## src/rtl/zip_memunit.sv

```systemverilog
// zip_memunit -- single-outstanding-operation CPU memory unit.
//
// Takes one load/store at a time from the CPU memory stage and runs it as a
// pipelined Wishbone bus cycle, then reports completion back to the CPU.
//
// Optional build macro: ZIP_MEMUNIT_ALIGN_ERR_EN
//   defined   : misaligned word/half requests raise o_err with no bus cycle
//   undefined : misaligned low address bits are ignored
//
// Parameters:
//   OPT_LOCK         - hold o_wb_cyc across requests while i_lock is set
//   OPT_ZERO_ON_IDLE - drive o_wb_addr/o_wb_data/o_wb_sel to zero while !o_wb_stb
//
// Ports:
//   i_clk, i_reset           clock, synchronous active-high reset
//   i_stb, i_lock, i_op      CPU request strobe, lock, operation code
//   i_addr, i_data, i_oreg   byte address, store data, load destination
//   o_busy, o_rdbusy         operation / load in progress
//   o_pipe_stalled           same as o_busy
//   o_done, o_valid, o_err   completion pulses
//   o_wreg, o_result         load write-back register and data
//   o_wb_*                   Wishbone master outputs
//   i_wb_*                   Wishbone slave responses
module zip_memunit #(
    parameter logic OPT_LOCK         = 1'b0,
    parameter logic OPT_ZERO_ON_IDLE = 1'b0
) (
    input  logic        i_clk,
    input  logic        i_reset,
    input  logic        i_stb,
    input  logic        i_lock,
    input  logic [2:0]  i_op,
    input  logic [31:0] i_addr,
    input  logic [31:0] i_data,
    input  logic [4:0]  i_oreg,
    output logic        o_busy,
    output logic        o_rdbusy,
    output logic        o_pipe_stalled,
    output logic        o_done,
    output logic        o_valid,
    output logic        o_err,
    output logic [4:0]  o_wreg,
    output logic [31:0] o_result,
    output logic        o_wb_cyc,
    output logic        o_wb_stb,
    output logic        o_wb_we,
    output logic [29:0] o_wb_addr,
    output logic [31:0] o_wb_data,
    output logic [3:0]  o_wb_sel,
    input  logic        i_wb_stall,
    input  logic        i_wb_ack,
    input  logic        i_wb_err,
    input  logic [31:0] i_wb_data
);

`ifdef ZIP_MEMUNIT_ALIGN_ERR_EN
    localparam logic ALIGN_CHECK = 1'b1;
`else
    localparam logic ALIGN_CHECK = 1'b0;
`endif

    // LOCKED keeps the bus cycle open with nothing outstanding.
    typedef enum logic [1:0] {
        ST_IDLE   = 2'd0,
        ST_REQ    = 2'd1,
        ST_WAIT   = 2'd2,
        ST_LOCKED = 2'd3
    } state_t;

    // Size encoding is i_op[2:1]: 01 word, 10 half, 11 byte.
    function automatic logic [3:0] lane_sel(input logic [1:0] size, input logic [1:0] a);
        logic [3:0] s;
        case (size)
            2'b01:   s = 4'b1111;
            2'b10:   s = a[1] ? 4'b0011 : 4'b1100;
            2'b11:   s = 4'b1000 >> a;
            default: s = 4'b0000;
        endcase
        return s;
    endfunction

    function automatic logic [31:0] store_data(input logic [1:0] size, input logic [31:0] d);
        logic [31:0] r;
        case (size)
            2'b01:   r = d;
            2'b10:   r = {2{d[15:0]}};
            2'b11:   r = {4{d[7:0]}};
            default: r = 32'd0;
        endcase
        return r;
    endfunction

    // Big-endian lanes: byte offset 0 lives in bits [31:24].
    function automatic logic [31:0] load_extract(input logic [1:0] size, input logic [1:0] a,
                                                 input logic [31:0] d);
        logic [31:0] r;
        logic [31:0] sh;
        sh = d >> {~a, 3'b000};
        case (size)
            2'b01:   r = d;
            2'b10:   r = a[1] ? {16'd0, d[15:0]} : {16'd0, d[31:16]};
            2'b11:   r = {24'd0, sh[7:0]};
            default: r = 32'd0;
        endcase
        return r;
    endfunction

    function automatic logic misaligned(input logic [1:0] size, input logic [1:0] a);
        return ALIGN_CHECK && (((size == 2'b01) && (a != 2'b00)) || ((size == 2'b10) && a[0]));
    endfunction

    state_t      state_q, state_d;
    logic        cyc_q, cyc_d, stb_q, stb_d, we_q, we_d;
    logic        busy_q, busy_d, rdbusy_q, rdbusy_d;
    logic        done_q, done_d, valid_q, valid_d, err_q, err_d;
    logic        lock_q, lock_d;
    logic [4:0]  wreg_q, wreg_d;
    logic [31:0] result_q, result_d;
    logic [29:0] addr_q, addr_d, addr_z;
    logic [31:0] data_q, data_d, data_z;
    logic [3:0]  sel_q, sel_d, sel_z;
    logic [1:0]  size_q, size_d, low_q, low_d;
    logic        accept_s, bad_req_s;

    // Next-state and next-output logic for the request/response sequencer.
    always_comb begin
        state_d   = state_q;
        cyc_d     = cyc_q;
        stb_d     = stb_q;
        we_d      = we_q;
        busy_d    = busy_q;
        rdbusy_d  = rdbusy_q;
        done_d    = 1'b0;
        valid_d   = 1'b0;
        err_d     = 1'b0;
        lock_d    = lock_q;
        wreg_d    = wreg_q;
        result_d  = result_q;
        addr_d    = addr_q;
        data_d    = data_q;
        sel_d     = sel_q;
        size_d    = size_q;
        low_d     = low_q;
        accept_s  = i_stb && !busy_q;
        bad_req_s = (i_op[2:1] == 2'b00) || misaligned(i_op[2:1], i_addr[1:0]);

        case (state_q)
            ST_IDLE, ST_LOCKED: begin
                // Responses are ignored here: nothing is outstanding.
                if (accept_s && bad_req_s) begin
                    // Rejected without touching the bus; any held lock is released.
                    err_d   = 1'b1;
                    state_d = ST_IDLE;
                    cyc_d   = 1'b0;
                    stb_d   = 1'b0;
                    lock_d  = 1'b0;
                end else if (accept_s) begin
                    state_d  = ST_REQ;
                    cyc_d    = 1'b1;
                    stb_d    = 1'b1;
                    busy_d   = 1'b1;
                    rdbusy_d = !i_op[0];
                    we_d     = i_op[0];
                    wreg_d   = i_oreg;
                    addr_d   = i_addr[31:2];
                    data_d   = store_data(i_op[2:1], i_data);
                    sel_d    = lane_sel(i_op[2:1], i_addr[1:0]);
                    size_d   = i_op[2:1];
                    low_d    = i_addr[1:0];
                    lock_d   = OPT_LOCK && i_lock;
                end else if ((state_q == ST_LOCKED) && !i_lock) begin
                    state_d = ST_IDLE;
                    cyc_d   = 1'b0;
                    lock_d  = 1'b0;
                end else begin
                    state_d = state_q;
                end
            end
            ST_REQ, ST_WAIT: begin
                // A response may arrive while stb is still up; it completes the op.
                if (i_wb_err) begin
                    err_d    = 1'b1;
                    state_d  = ST_IDLE;
                    cyc_d    = 1'b0;
                    stb_d    = 1'b0;
                    busy_d   = 1'b0;
                    rdbusy_d = 1'b0;
                    lock_d   = 1'b0;
                end else if (i_wb_ack) begin
                    done_d   = 1'b1;
                    valid_d  = !we_q;
                    stb_d    = 1'b0;
                    busy_d   = 1'b0;
                    rdbusy_d = 1'b0;
                    if (!we_q) begin
                        result_d = load_extract(size_q, low_q, i_wb_data);
                    end else begin
                        result_d = result_q;
                    end
                    if (lock_q && i_lock) begin
                        state_d = ST_LOCKED;
                        cyc_d   = 1'b1;
                    end else begin
                        state_d = ST_IDLE;
                        cyc_d   = 1'b0;
                        lock_d  = 1'b0;
                    end
                end else if ((state_q == ST_REQ) && !i_wb_stall) begin
                    state_d = ST_WAIT;
                    stb_d   = 1'b0;
                end else begin
                    state_d = state_q;
                end
            end
            default: begin
                state_d  = ST_IDLE;
                cyc_d    = 1'b0;
                stb_d    = 1'b0;
                busy_d   = 1'b0;
                rdbusy_d = 1'b0;
                lock_d   = 1'b0;
            end
        endcase
    end

    // Blank the address/data/lane outputs whenever no strobe will be presented.
    always_comb begin
        if (OPT_ZERO_ON_IDLE && !stb_d) begin
            addr_z = 30'd0;
            data_z = 32'd0;
            sel_z  = 4'd0;
        end else begin
            addr_z = addr_d;
            data_z = data_d;
            sel_z  = sel_d;
        end
    end

    // State and output registers with synchronous reset.
    always_ff @(posedge i_clk) begin
        if (i_reset) begin
            state_q  <= ST_IDLE;
            cyc_q    <= 1'b0;
            stb_q    <= 1'b0;
            we_q     <= 1'b0;
            busy_q   <= 1'b0;
            rdbusy_q <= 1'b0;
            done_q   <= 1'b0;
            valid_q  <= 1'b0;
            err_q    <= 1'b0;
            lock_q   <= 1'b0;
            wreg_q   <= 5'd0;
            result_q <= 32'd0;
            addr_q   <= 30'd0;
            data_q   <= 32'd0;
            sel_q    <= 4'd0;
            size_q   <= 2'd0;
            low_q    <= 2'd0;
        end else begin
            state_q  <= state_d;
            cyc_q    <= cyc_d;
            stb_q    <= stb_d;
            we_q     <= we_d;
            busy_q   <= busy_d;
            rdbusy_q <= rdbusy_d;
            done_q   <= done_d;
            valid_q  <= valid_d;
            err_q    <= err_d;
            lock_q   <= lock_d;
            wreg_q   <= wreg_d;
            result_q <= result_d;
            addr_q   <= addr_z;
            data_q   <= data_z;
            sel_q    <= sel_z;
            size_q   <= size_d;
            low_q    <= low_d;
        end
    end

    assign o_busy         = busy_q;
    assign o_rdbusy       = rdbusy_q;
    assign o_pipe_stalled = busy_q;
    assign o_done         = done_q;
    assign o_valid        = valid_q;
    assign o_err          = err_q;
    assign o_wreg         = wreg_q;
    assign o_result       = result_q;
    assign o_wb_cyc       = cyc_q;
    assign o_wb_stb       = stb_q;
    assign o_wb_we        = we_q;
    assign o_wb_addr      = addr_q;
    assign o_wb_data      = data_q;
    assign o_wb_sel       = sel_q;

endmodule

```

## config.mk

```make
export PLATFORM = sky130hd
export DESIGN_NAME = zip_memunit
export DESIGN_NICKNAME = d
export VERILOG_FILES = /design/src/rtl/zip_memunit.sv
export SDC_FILE = /design/constraint.sdc
export NUM_CORES = 1
export LEC_CHECK = 0
export CAP_MARGIN = 5
export CORE_UTILIZATION = 43
export CTS_BUF_LIST = sky130_fd_sc_hd__clkbuf_4 sky130_fd_sc_hd__clkbuf_8
export DETAILED_ROUTE_END_ITERATION = 7
export GPL_TIMING_DRIVEN = 0
export PLACE_DENSITY = 0.82
export SYNTH_ARGS = -nofsm -noshare
export SYNTH_HDL_FRONTEND = slang
export SYNTH_SLANG_ARGS = --single-unit
```

## constraint.sdc

```tcl
create_clock -name i_clk -period 2.9 [get_ports i_clk]
set_input_delay 0.29 -clock i_clk [delete_from_list [all_inputs] [get_ports i_clk]]
set_output_delay 0.29 -clock i_clk [all_outputs]
set_load 0.1 [all_outputs]
```

==> Slide: Implementation Results <==
Run Summary

Outcome
  • Status: finished, final reports clean

Die
  • Starting density of the core: 44.93%
  • Row count: 38
  • Die Y: 109.4 um
  • Chip area: 11960 um^2

Cells and area
  • Final std cells w/o fill: 1005
  • Flop share of the area: 30.27%
  • N_diodes: 0
  • Final net count: 967
  • Seq. cell area: 2342 um^2
  • Finished Cell Area: 7737 um^2
  • Most instantiated logic cells after routing: 220 x clkdlybuf4s50_1, 144 x nand2_1, 117 x dfxtp_1

Logic synthesis
  • Cell count after synthesis: 613
  • Sequential-to-total area share from yosys stat: 47.26%
  • Synth logic family: simple AND/OR/NAND/NOR gates
  • Synth warnings: 0
  • Max-area cell share: 47.26%
  • Post-synthesis xor/xnor area fraction: 0%
  • Yosys stat chip area: 4956 um^2
  • Post-Syn Area: 4956 um^2
  • MUX area fraction: 3.837%
  • Synth Register Bits: 117

Clocking
  • Reg clk slew, reported paths: 0.07 ns
  • CTS tree: yes
  • Maximum buffer depth of the clock tree: 2

Power and ir drop
  • Sequential share of power: 37.8%
  • Worst IR Drop VDD: 376.3 uV
  • PwrDens: 599.1 nW/um^2
  • Pleak: 0.002730 uW

Timing
  • Final hold slack: 0.2193 ns
  • Pins over their slew limit: 0
  • Relative slew slack: 30.28%

Routing
  • Vias per cell: 5.414
  • DRT antenna net count: 0

Critical path
  • Reg2reg path depth: 8
  • Critical R2R Launch: state_q[0]$_SDFFE_PP0P_

GRT
  • Gr ovfl total: 0
  • Global-route wire length before repair: 26.42 mm
  • Vias in the first global route: 5418

Placed design
  • DP HPWL: 13.30 mm
  • Dpl cells: 973

Min path
  • Worst hold start: i_op[1]
per-layer routing:
metal	vias to the layer above	global-route usage (%)	routed length (um)
met4	0	12.57	442
met2	279	51.75	8713
met1	2527	31.96	6622
met5	-	0	0
met3	43	9.662	1663
li1	2592	-	-
registers in the layout (all words and copies together) (netlist names):
signal     cells
low_q          2
o_busy         1
o_done         1
o_err          1
o_rdbusy       1
o_result      32
o_valid        1
o_wb_addr     30
o_wb_cyc       1
o_wb_data     32
o_wb_sel       4
o_wb_stb       1
o_wb_we        1
o_wreg         5
size_q         2
state_q        2
cell families (layout without fill, tap and decap cells):
group | after synthesis | count (layout)
buf+inv | 63 | 315
mux | 18 | 18
fa+ha+maj | 4 | 4
simple gates | 261 | 261
compound gates | 150 | 150
flops | 117 | 117
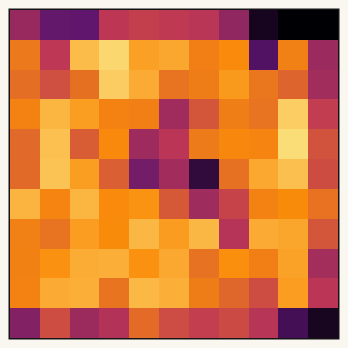
*Cell area per tile*
(3 px per um) The die is cut into 11 by 11 equal tiles; black is low, pale yellow is high, 0 to 100% covered.
mean over tiles: 63%
fullest tile: 93%
nearly empty tiles: 1.7%
tiles over 75% full: 31%

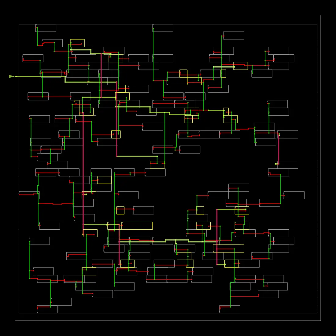
*Clock routing*
Clock net power: 1510 uW
clk_lat worst skew: 0.44 ns
# clk buffers: 20
Clock Skews: 0.01270 ns
Flops: 117

No activity file was given, so power comes from the tool's default toggle rates.
